==> images/clock_wires.png <==
Scale: 6 px per um.
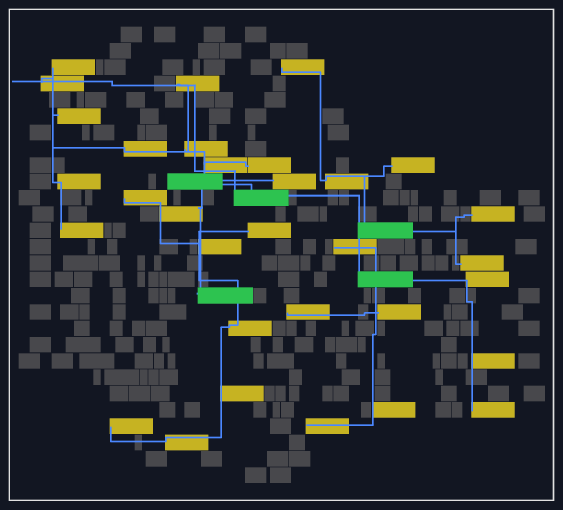
==> images/class_map.png <==
Scale: 3 px per um. Fill, decap, tap and diode cells in gray.
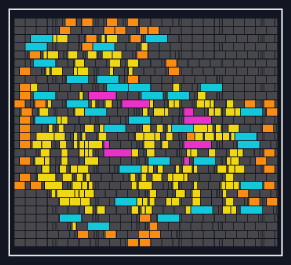
==> images/floorplan.png <==
Scale: 4 px per um. Pins as bars on the die edge.
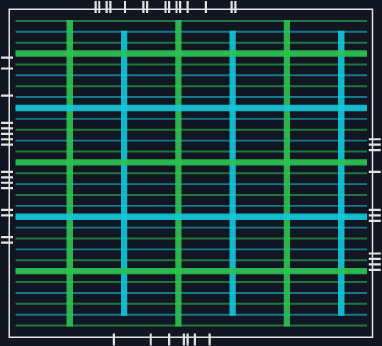
### src/rtl/hamming_pkg.sv
// rtl/hamming_pkg.sv - Hamming(7,4) widths, codeword bit map and pure helpers
package hamming_pkg;

    localparam int DATA_W = 4;
    localparam int CODE_W = 7;
    localparam int SYN_W  = 3;

    // Codeword position p lives at bit index p-1
    localparam int P1 = 0;
    localparam int P2 = 1;
    localparam int D0 = 2;
    localparam int P4 = 3;
    localparam int D1 = 4;
    localparam int D2 = 5;
    localparam int D3 = 6;

    function automatic logic [CODE_W-1:0] ham_encode(input logic [DATA_W-1:0] d);
        logic [CODE_W-1:0] c;
        c     = '0;
        c[D0] = d[0];
        c[D1] = d[1];
        c[D2] = d[2];
        c[D3] = d[3];
        c[P1] = d[0] ^ d[1] ^ d[3];
        c[P2] = d[0] ^ d[2] ^ d[3];
        c[P4] = d[1] ^ d[2] ^ d[3];
        return c;
    endfunction

    function automatic logic [SYN_W-1:0] ham_syndrome(input logic [CODE_W-1:0] c);
        logic [SYN_W-1:0] s;
        s[0] = c[0] ^ c[2] ^ c[4] ^ c[6];
        s[1] = c[1] ^ c[2] ^ c[5] ^ c[6];
        s[2] = c[3] ^ c[4] ^ c[5] ^ c[6];
        return s;
    endfunction

endpackage

### src/rtl/hamming_codec_if.sv
// rtl/hamming_codec_if.sv - encoder/decoder stream and status signals of the codec
interface hamming_codec_if;

    logic                                  enc_valid_in;
    logic [hamming_pkg::DATA_W-1:0]        data_in;
    logic                                  enc_valid_out;
    logic [hamming_pkg::CODE_W-1:0]        ham_encoded;
    logic                                  dec_valid_in;
    logic [hamming_pkg::CODE_W-1:0]        ham_data;
    logic                                  dec_valid_out;
    logic [hamming_pkg::DATA_W-1:0]        data_out;
    logic [hamming_pkg::SYN_W-1:0]         error_position;
    logic                                  is_error;
    logic [15:0]                           corr_count;
    logic                                  clr_count;

    modport master (
        output enc_valid_in, data_in, dec_valid_in, ham_data, clr_count,
        input  enc_valid_out, ham_encoded, dec_valid_out, data_out,
               error_position, is_error, corr_count
    );

    modport slave (
        input  enc_valid_in, data_in, dec_valid_in, ham_data, clr_count,
        output enc_valid_out, ham_encoded, dec_valid_out, data_out,
               error_position, is_error, corr_count
    );

endinterface

### src/rtl/hamming74_core.sv
// rtl/hamming74_core.sv - combinational Hamming(7,4) encode, syndrome, correct and extract
module hamming74_core
    import hamming_pkg::*;
(
    input  logic [DATA_W-1:0] enc_data,
    output logic [CODE_W-1:0] enc_code,
    input  logic [CODE_W-1:0] rx_code,
    output logic [DATA_W-1:0] dec_data,
    output logic [SYN_W-1:0]  syndrome
);

    logic [CODE_W-1:0] flip_mask;
    logic [CODE_W-1:0] corrected;

    assign enc_code = ham_encode(enc_data);
    assign syndrome = ham_syndrome(rx_code);

    // A nonzero syndrome names the flipped position directly (1-based)
    assign flip_mask = (syndrome == '0) ? '0
                     : (CODE_W'(1) << (syndrome - SYN_W'(1)));
    assign corrected = rx_code ^ flip_mask;
    assign dec_data  = {corrected[D3], corrected[D2], corrected[D1], corrected[D0]};

endmodule

### src/rtl/hamming_codec.sv
// rtl/hamming_codec.sv - registered Hamming(7,4) encoder/decoder with corrected-word counter
module hamming_codec
    import hamming_pkg::*;
(
    input  logic            clk,
    input  logic            rst,
    hamming_codec_if.slave  bus
);

    logic [CODE_W-1:0] enc_code;
    logic [DATA_W-1:0] dec_data;
    logic [SYN_W-1:0]  syndrome;

    logic              enc_valid_q;
    logic [CODE_W-1:0] ham_encoded_q;
    logic              dec_valid_q;
    logic [DATA_W-1:0] data_out_q;
    logic [SYN_W-1:0]  error_position_q;
    logic [15:0]       corr_count_q;

    hamming74_core u_core (
        .enc_data (bus.data_in),
        .enc_code (enc_code),
        .rx_code  (bus.ham_data),
        .dec_data (dec_data),
        .syndrome (syndrome)
    );

    always_ff @(posedge clk) begin
        if (rst) begin
            enc_valid_q      <= 1'b0;
            ham_encoded_q    <= '0;
            dec_valid_q      <= 1'b0;
            data_out_q       <= '0;
            error_position_q <= '0;
        end else begin
            enc_valid_q <= bus.enc_valid_in;
            dec_valid_q <= bus.dec_valid_in;
            if (bus.enc_valid_in) begin
                ham_encoded_q <= enc_code;
            end
            if (bus.dec_valid_in) begin
                data_out_q       <= dec_data;
                error_position_q <= syndrome;
            end
        end
    end

    // Clear beats a same-cycle increment; the count sticks at all-ones
    always_ff @(posedge clk) begin
        if (rst || bus.clr_count) begin
            corr_count_q <= '0;
        end else if (bus.dec_valid_in && (syndrome != '0) && (corr_count_q != 16'hFFFF)) begin
            corr_count_q <= corr_count_q + 16'd1;
        end
    end

    assign bus.enc_valid_out  = enc_valid_q;
    assign bus.ham_encoded    = ham_encoded_q;
    assign bus.dec_valid_out  = dec_valid_q;
    assign bus.data_out       = data_out_q;
    assign bus.error_position = error_position_q;
    assign bus.is_error       = (error_position_q != '0);
    assign bus.corr_count     = corr_count_q;

endmodule

### src/flat_wrapper.sv
// flat-port wrapper written by rule: the top's interface ports become plain ports
module hamming_codec_flat import hamming_pkg::*;
  (clk, rst, bus_enc_valid_in, bus_data_in, bus_dec_valid_in, bus_ham_data, bus_clr_count, bus_enc_valid_out, bus_ham_encoded, bus_dec_valid_out, bus_data_out, bus_error_position, bus_is_error, bus_corr_count);
  hamming_codec_if bus_i ();
  input  logic clk;
  input  logic rst;
  input wire logic [$bits(bus_i.enc_valid_in)-1:0] bus_enc_valid_in;
  input wire logic [$bits(bus_i.data_in)-1:0] bus_data_in;
  input wire logic [$bits(bus_i.dec_valid_in)-1:0] bus_dec_valid_in;
  input wire logic [$bits(bus_i.ham_data)-1:0] bus_ham_data;
  input wire logic [$bits(bus_i.clr_count)-1:0] bus_clr_count;
  output wire logic [$bits(bus_i.enc_valid_out)-1:0] bus_enc_valid_out;
  output wire logic [$bits(bus_i.ham_encoded)-1:0] bus_ham_encoded;
  output wire logic [$bits(bus_i.dec_valid_out)-1:0] bus_dec_valid_out;
  output wire logic [$bits(bus_i.data_out)-1:0] bus_data_out;
  output wire logic [$bits(bus_i.error_position)-1:0] bus_error_position;
  output wire logic [$bits(bus_i.is_error)-1:0] bus_is_error;
  output wire logic [$bits(bus_i.corr_count)-1:0] bus_corr_count;
  assign bus_i.enc_valid_in = bus_enc_valid_in;
  assign bus_i.data_in = bus_data_in;
  assign bus_i.dec_valid_in = bus_dec_valid_in;
  assign bus_i.ham_data = bus_ham_data;
  assign bus_i.clr_count = bus_clr_count;
  assign bus_enc_valid_out = bus_i.enc_valid_out;
  assign bus_ham_encoded = bus_i.ham_encoded;
  assign bus_dec_valid_out = bus_i.dec_valid_out;
  assign bus_data_out = bus_i.data_out;
  assign bus_error_position = bus_i.error_position;
  assign bus_is_error = bus_i.is_error;
  assign bus_corr_count = bus_i.corr_count;
  hamming_codec u_core (.clk(clk), .rst(rst), .bus(bus_i));
endmodule
### config.mk
export PLATFORM = sky130hd
export DESIGN_NAME = hamming_codec_flat
export DESIGN_NICKNAME = d
export VERILOG_FILES = /design/src/rtl/hamming_pkg.sv /design/src/rtl/hamming_codec_if.sv /design/src/rtl/hamming74_core.sv /design/src/rtl/hamming_codec.sv /design/src/flat_wrapper.sv
export SDC_FILE = /design/constraint.sdc
export NUM_CORES = 1
export LEC_CHECK = 0
export ABC_CLOCK_PERIOD_IN_PS = 4100
export CAP_MARGIN = 10
export CORE_ASPECT_RATIO = 0.9
export CORE_UTILIZATION = 25
export CTS_BUF_LIST = sky130_fd_sc_hd__clkbuf_16
export DETAILED_ROUTE_END_ITERATION = 7
export PLACE_DENSITY = 0.49
export SETUP_SLACK_MARGIN = 0.5
export SYNTH_ARGS = -nofsm -noshare
export SYNTH_HDL_FRONTEND = slang
export SYNTH_SLANG_ARGS = --single-unit
### constraint.sdc
create_clock -name clk -period 4.1 [get_ports clk]
set_input_delay 0.615 -clock clk [delete_from_list [all_inputs] [get_ports clk]]
set_output_delay 0.615 -clock clk [all_outputs]
set_load 0.005 [all_outputs]
==> run notes <==
Flow results.

- The run finished with clean final reports.
- The required arrival time at the worst endpoint is 4300 ps.
- The final standard cell count with taps included and fillers excluded is 341.
- On the critical path the data arrives at 3090 ps.
- The number of cells on the worst hold path is listed as 2.
- The fmax is 0.345 GHz.
- The routed length on met2 is 1990 um.
- Global routing finished with a remaining overflow of 0.
- The post-placement cell area is 2330 um2.
- The synthesized netlist handed to floorplanning was reported with a cell count of 204.
- The xor-xnor portion of the synthesized cell area is 0.0867.
- Per the cell usage report, the commonest logic cell in the layout is clkdlybuf4s50_1.
- The net count of the mapped netlist is 223.
- The report shows a maximum critical-path fanout of 7.
- The number of multi-input combinational cells in the layout is 158.
- The share of synthesized area in the top cell type comes to 0.364.
- Once the clock tree was built, the setup fixing pass inserted 0 buffers.
- According to the timing report, the critical path is launched from bus_ham_data[6].
- The detailed-routing iteration count for the pre-antenna-repair pass is 4.
- According to the hold report, the worst path is of the reg -> reg type.
- By count the netlist is led by dfxtp_1 (32), nor2_1 (19), nand2_1 (17).
- In the routed layout, each cell is associated on average with a via count of 4.92.
- The endpoint type of the worst setup path is a flip-flop.
- On the reported timing paths, the clock transition at the registers reads 50 ps.
- The routed design shows a wire length per standard cell of 12.9 um.
- The type of origin of the critical path is a primary input.
- The global routing met2 resource utilization is 0.198.
- The share of layout cells above drive strength 1 is 0.0797.
- The number of buffer and inverter instances along the worst setup path is 1.
- Per the synthesis report, the AND-OR/OR-AND share of the synthesized area is 0.142.
- On the critical path the largest part of the delay comes from simple AND/OR/NAND/NOR gates.
- The slew check shows that the tightest pin keeps a relative margin of 0.559.
- The fraction of the mapped netlist area in adder cells is 0.0213.
- Of the combinational cells, the family taking the most area is simple AND/OR/NAND/NOR gates.
- The wire-length estimate of the detail-placed layout is 3180 um.
- Setup repair after global routing left no endpoint under its margin.
- Per the synthesis report, the simple-gate share of the synthesized area is 0.301.
- The synthesized netlist was found by Yosys to have 204 cells.
- The minimum clock period after layout is 2890 ps.
- The number of library cell types mapped by synthesis is 44.
- The final hold slack is 483 ps.
- The slack of the critical path is 1210 ps.
- The layout clock buffer count is 5.
- The async set-reset flop share out of synthesis is 0.
- The buffer cell driving the clock tree root is clkbuf_16.
- The uppermost layer routed is met4.
- The critical path's slowest cell is clkdlybuf4s50_1.
- The flip-flop count of the largest register after layout is 16.
- The global routing report lists combined usage of all routing layers as 0.126.
- The number of antenna violations at the first check in global routing was 0.
- The internal portion of the total power is 622 uW.
- As reported, the later end of the worst-skew pair has a clock insertion delay of 270 ps.
- Counting cells, the worst reg-to-reg path comes to 6.
- The count of non-CTS inverters in the layout is 2.
- The setup TNS after final layout is 0 ps.
- The cell group occupying the most layout area is logic gates.
- The share of the core area taken by cells at floorplan is 0.263.
- The setup slack of the worst register-to-register path is 2110 ps.
- Per the layout area report, the combinational gate area comes to 1070 um2.
- The final timing report lists a max-slew violation count of 0.
- The endpoint of the worst setup timing path is u_core.bus.corr_count[9].
- The mean instance size in the synthesized netlist is 8.63 um2.
- The chip area estimate from yosys synthesis is 1760 um2.
- The top cell types in the final layout, fill and taps aside, are clkdlybuf4s50_1 (48), dfxtp_1 (32), nor2_1 (19).
Back to the opening pictures, clock_wires.png:
[clock wires] blue | length: 480 um
[flip-flops] yellow | count: 32
[clock-net drivers] green | count: 5
flops lie	spread over the die
routed clock nets	6
clock group share of total power: 0.428
worst setup skew after layout: 3.74 ps

Back to the opening pictures, class_map.png:
class	color	cells
clock drivers and dummy loads	magenta	8
registers	cyan	32
remaining logic cells	yellow	160
remaining buffers and delay cells	orange	51
FP Rows: 28
fin util: 0.370
final design area excluding fillers: 2470 um2
area inside the core boundary: 6690 um2
Seq area share: 0.259

Back to the opening pictures, floorplan.png:
net	color
VSS	green
VDD	cyan
met4 straps	6
met1 rails	29
met5 straps	5
horizontal die dimension: 90.5 um
Peak VDD IR: 137 uV
Vert. Die Dim: 81.6 um

Power figures rest on the tool's default switching activity, not on a simulated workload.
